### config.mk
export PLATFORM = sky130hd
export DESIGN_NAME = branch_predictor
export DESIGN_NICKNAME = d
export VERILOG_FILES = /design/src/rtl/branch_predictor.sv
export SDC_FILE = /design/constraint.sdc
export NUM_CORES = 2
export LEC_CHECK = 0
export CAP_MARGIN = 15
export CORE_MARGIN = 1.5
export CORE_UTILIZATION = 45
export CTS_BUF_LIST = sky130_fd_sc_hd__clkbuf_8
export DETAILED_ROUTE_END_ITERATION = 10
export PLACE_DENSITY_LB_ADDON = 0.1
export SYNTH_ARGS = -nofsm -noshare
export SYNTH_HDL_FRONTEND = slang
export SYNTH_SLANG_ARGS = --single-unit
export TNS_END_PERCENT = 100
### constraint.sdc
create_clock -name clk -period 9.1 [get_ports clk]
set_input_delay 2.73 -clock clk [delete_from_list [all_inputs] [get_ports clk]]
set_output_delay 2.73 -clock clk [all_outputs]
set_load 0.03 [all_outputs]
### src/rtl/branch_predictor.sv
// Fetch-side branch predictor: a direct-mapped table of 2-bit saturating
// direction counters plus a branch target buffer, both held in flops.
// IF gets a combinational prediction for its PC. EX returns resolved
// branches, which train the table and raise a registered flush/redirect on
// a misprediction.
//
// Ports:
//   clk, rst           clock; synchronous active-high reset
//   if_pc              fetch PC to predict
//   pred_taken         predicted direction for if_pc
//   pred_target        predicted next PC for if_pc
//   upd_valid          EX holds a resolved conditional branch this cycle
//   upd_pc             PC of that branch
//   upd_taken          resolved direction
//   upd_target         resolved taken-target
//   upd_pred_taken     direction originally predicted for this branch
//   upd_pred_target    next PC originally predicted for this branch
//   flush              one-cycle pulse per mispredict
//   redirect_pc        correct next PC, valid while flush is high
//   br_count           resolved branches seen (saturating)
//   miss_count         mispredictions seen (saturating)
module branch_predictor #(
  parameter int IDX_BITS = 4,
  parameter int CNT_W    = 16
) (
  input  logic              clk,
  input  logic              rst,
  input  logic [31:0]       if_pc,
  output logic              pred_taken,
  output logic [31:0]       pred_target,
  input  logic              upd_valid,
  input  logic [31:0]       upd_pc,
  input  logic              upd_taken,
  input  logic [31:0]       upd_target,
  input  logic              upd_pred_taken,
  input  logic [31:0]       upd_pred_target,
  output logic              flush,
  output logic [31:0]       redirect_pc,
  output logic [CNT_W-1:0]  br_count,
  output logic [CNT_W-1:0]  miss_count
);

  localparam int ENTRIES = 1 << IDX_BITS;
  localparam int TAG_W   = 32 - IDX_BITS - 2;

  logic [1:0]       ctrTab    [ENTRIES];
  logic             validTab  [ENTRIES];
  logic [TAG_W-1:0] tagTab    [ENTRIES];
  logic [31:0]      targetTab [ENTRIES];

  logic [IDX_BITS-1:0] fetchIdx;
  logic [IDX_BITS-1:0] updIdx;
  logic [TAG_W-1:0]    fetchTag;
  logic [TAG_W-1:0]    updTag;
  logic                fetchHit;
  logic                updHit;
  logic                mis;

  assign fetchIdx = if_pc[IDX_BITS+1:2];
  assign fetchTag = if_pc[31:IDX_BITS+2];
  assign updIdx   = upd_pc[IDX_BITS+1:2];
  assign updTag   = upd_pc[31:IDX_BITS+2];

  // Lookup reads the flops directly, so a same-index update in this cycle
  // is only visible from the next cycle on.
  assign fetchHit    = validTab[fetchIdx] && (tagTab[fetchIdx] == fetchTag);
  assign pred_taken  = fetchHit && ctrTab[fetchIdx][1];
  assign pred_target = pred_taken ? targetTab[fetchIdx] : if_pc + 32'd4;

  assign updHit = validTab[updIdx] && (tagTab[updIdx] == updTag);

  // A taken branch is also wrong if it went somewhere other than predicted.
  assign mis = upd_valid &&
               ((upd_taken != upd_pred_taken) ||
                (upd_taken && (upd_target != upd_pred_target)));

  always_ff @(posedge clk) begin
    if (rst) begin
      for (int i = 0; i < ENTRIES; i++) begin
        ctrTab[i]    <= 2'b01;
        validTab[i]  <= 1'b0;
        tagTab[i]    <= '0;
        targetTab[i] <= '0;
      end
      flush       <= 1'b0;
      redirect_pc <= '0;
      br_count    <= '0;
      miss_count  <= '0;
    end else begin
      flush <= mis;
      if (mis) begin
        redirect_pc <= upd_taken ? upd_target : upd_pc + 32'd4;
        if (miss_count != '1) miss_count <= miss_count + CNT_W'(1);
      end
      if (upd_valid) begin
        if (br_count != '1) br_count <= br_count + CNT_W'(1);
        if (updHit) begin
          if (upd_taken) begin
            if (ctrTab[updIdx] != 2'b11) ctrTab[updIdx] <= ctrTab[updIdx] + 2'd1;
            targetTab[updIdx] <= upd_target;
          end else if (ctrTab[updIdx] != 2'b00) begin
            ctrTab[updIdx] <= ctrTab[updIdx] - 2'd1;
          end
        end else if (upd_taken) begin
          // Allocate weakly-taken, evicting whatever aliased to this index.
          validTab[updIdx]  <= 1'b1;
          tagTab[updIdx]    <= updTag;
          targetTab[updIdx] <= upd_target;
          ctrTab[updIdx]    <= 2'b10;
        end
      end
    end
  end

endmodule

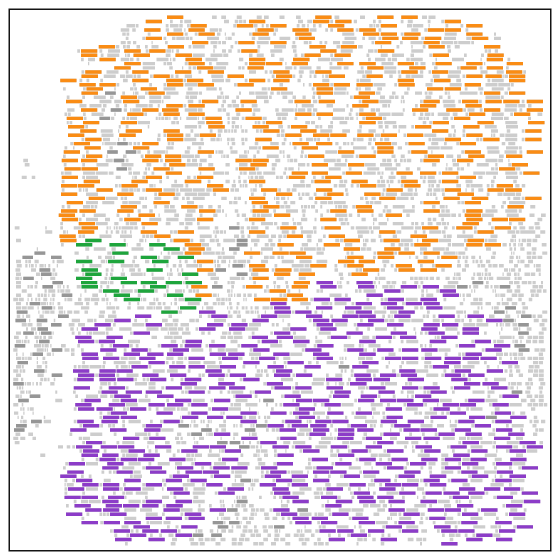
flops_by_reg.png
tagTab: marked orange, flops 416. targetTab: marked purple, flops 512. ctrTab: marked green, flops 32, where west.
Another 81 sequential cells are not coloured.
utilization after layout: 52.45%
Seq/total area: 49.03%

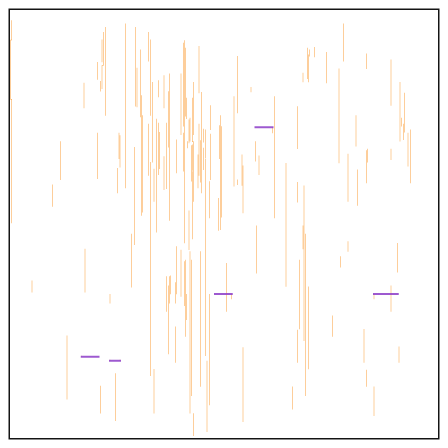
wires.png
Only two layers are drawn.
metal 4: marked orange, wire length 6270 um. metal 5: marked purple, wire length 69.0 um.
total via count in the routed design: 36550
wire length reported by the detailed router: 196500 um
routed wire length per instance: 33.72 um
GRT Total Usage: 32.02%

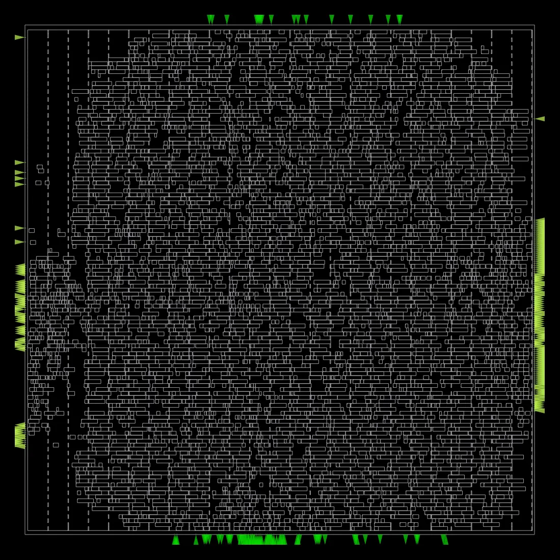
placement.png
area of the core region: 118400 um2
TAP cells: 1600
non-filler cells in the finished layout: 5827
filler instances: 10010

==> flow_summary.toml <==
# physical design summary
[status]
outcome = "finished, violations left"
failing_checks = "setup timing"

[hold_path]
hold_depth = 1
hold_path_startpoint = "validTab[3]$_DFF_P_"

[critical_path]
critical_path.endpoint_type = "output port"
critical_path_required_ns = 6.37
cp_data_arrival_time_ns = 6.38

[timing]
layout_setup_ws_ns = -0.01283
grt_setup_unrepaired = "true"
finalSetupTns_ns = -0.03262
finClkSkew_ns = 0.04442
setup_violations = 7

[pwr]
leakagePower_nw = 21.42

[yosys]
edf_count = 960
synthesized_nets = 3958

[global_routing]
wire_length_of_the_first_global_routing_pass_um = 273300

[layout]
largest_class = "registers"
nFlopsAndLatches = 1041

[drt]
first_pass_iters = 8

[clock_network]
clock_insertion_delay_worst_skew_ns = 0.91
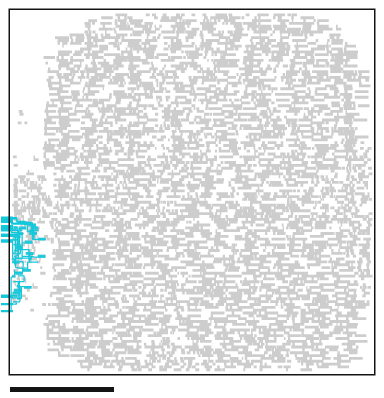
io_fan.png
The bar under the picture is 100 um long.
miss_count: marked cyan, bits 16, direction output, edge west, end cells 16, buffers 16, wire 797 um.
I/O pins: 231
number of I/O port buffers: 230

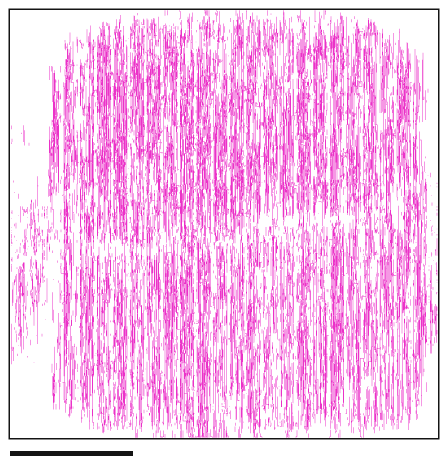
layer_met2.png
The bar under the picture is 100 um long.
The longest straight run is 127 um. 3512 nets have wire on it.
grt met2 use: 48.56%

[through the flow]
| stage | std cells | cell area (um2) |
|---|---|---|
| CTS | 5810 | 61940 |
| global route | 5818 | 62080 |
| detailed placement | 5474 | 58430 |
| finish | 5827 | 62100 |
| global placement | 5473 | 58410 |
| floorplan | 3818 | 53810 |
[Yosys cell counts (33+ instances only)]
| library cell | count |
|---|---|
| sky130_fd_sc_hd__edfxtp_1 | 960 |
| sky130_fd_sc_hd__and2_1 | 744 |
| sky130_fd_sc_hd__mux4_2 | 356 |
| sky130_fd_sc_hd__clkbuf_1 | 253 |
| sky130_fd_sc_hd__nor4_1 | 207 |
| sky130_fd_sc_hd__mux2i_1 | 139 |
| sky130_fd_sc_hd__nor2_1 | 102 |
| sky130_fd_sc_hd__nand2_1 | 99 |
| sky130_fd_sc_hd__xnor2_1 | 88 |
| sky130_fd_sc_hd__dfxtp_1 | 81 |
| sky130_fd_sc_hd__xor2_1 | 73 |
| sky130_fd_sc_hd__o21ai_0 | 72 |
| sky130_fd_sc_hd__nand3_1 | 60 |
| sky130_fd_sc_hd__buf_1 | 54 |
| sky130_fd_sc_hd__buf_2 | 43 |
| sky130_fd_sc_hd__a21oi_1 | 42 |
| sky130_fd_sc_hd__nand4_1 | 35 |
| sky130_fd_sc_hd__mux2_2 | 33 |
[cell families after synthesis]
logic type	after synthesis	share of synthesized area (%)
and+or+nand+nor	1379	15.31
DFF	1041	56.58
muxes	534	18.30
buffers and inverters	428	3.681
AOI/OAI and AO/OA	268	3.341
xor gates and xnor gates	161	2.620
adders and majority gates	7	0.1627
[critical path, delay by kind of cell]
family / cells / cell delay (ns)
buffers and inverters: 8 / 1.49
muxes: 3 / 1.24
and+or+nand+nor: 2 / 0.54
xor gates and xnor gates: 1 / 0.28
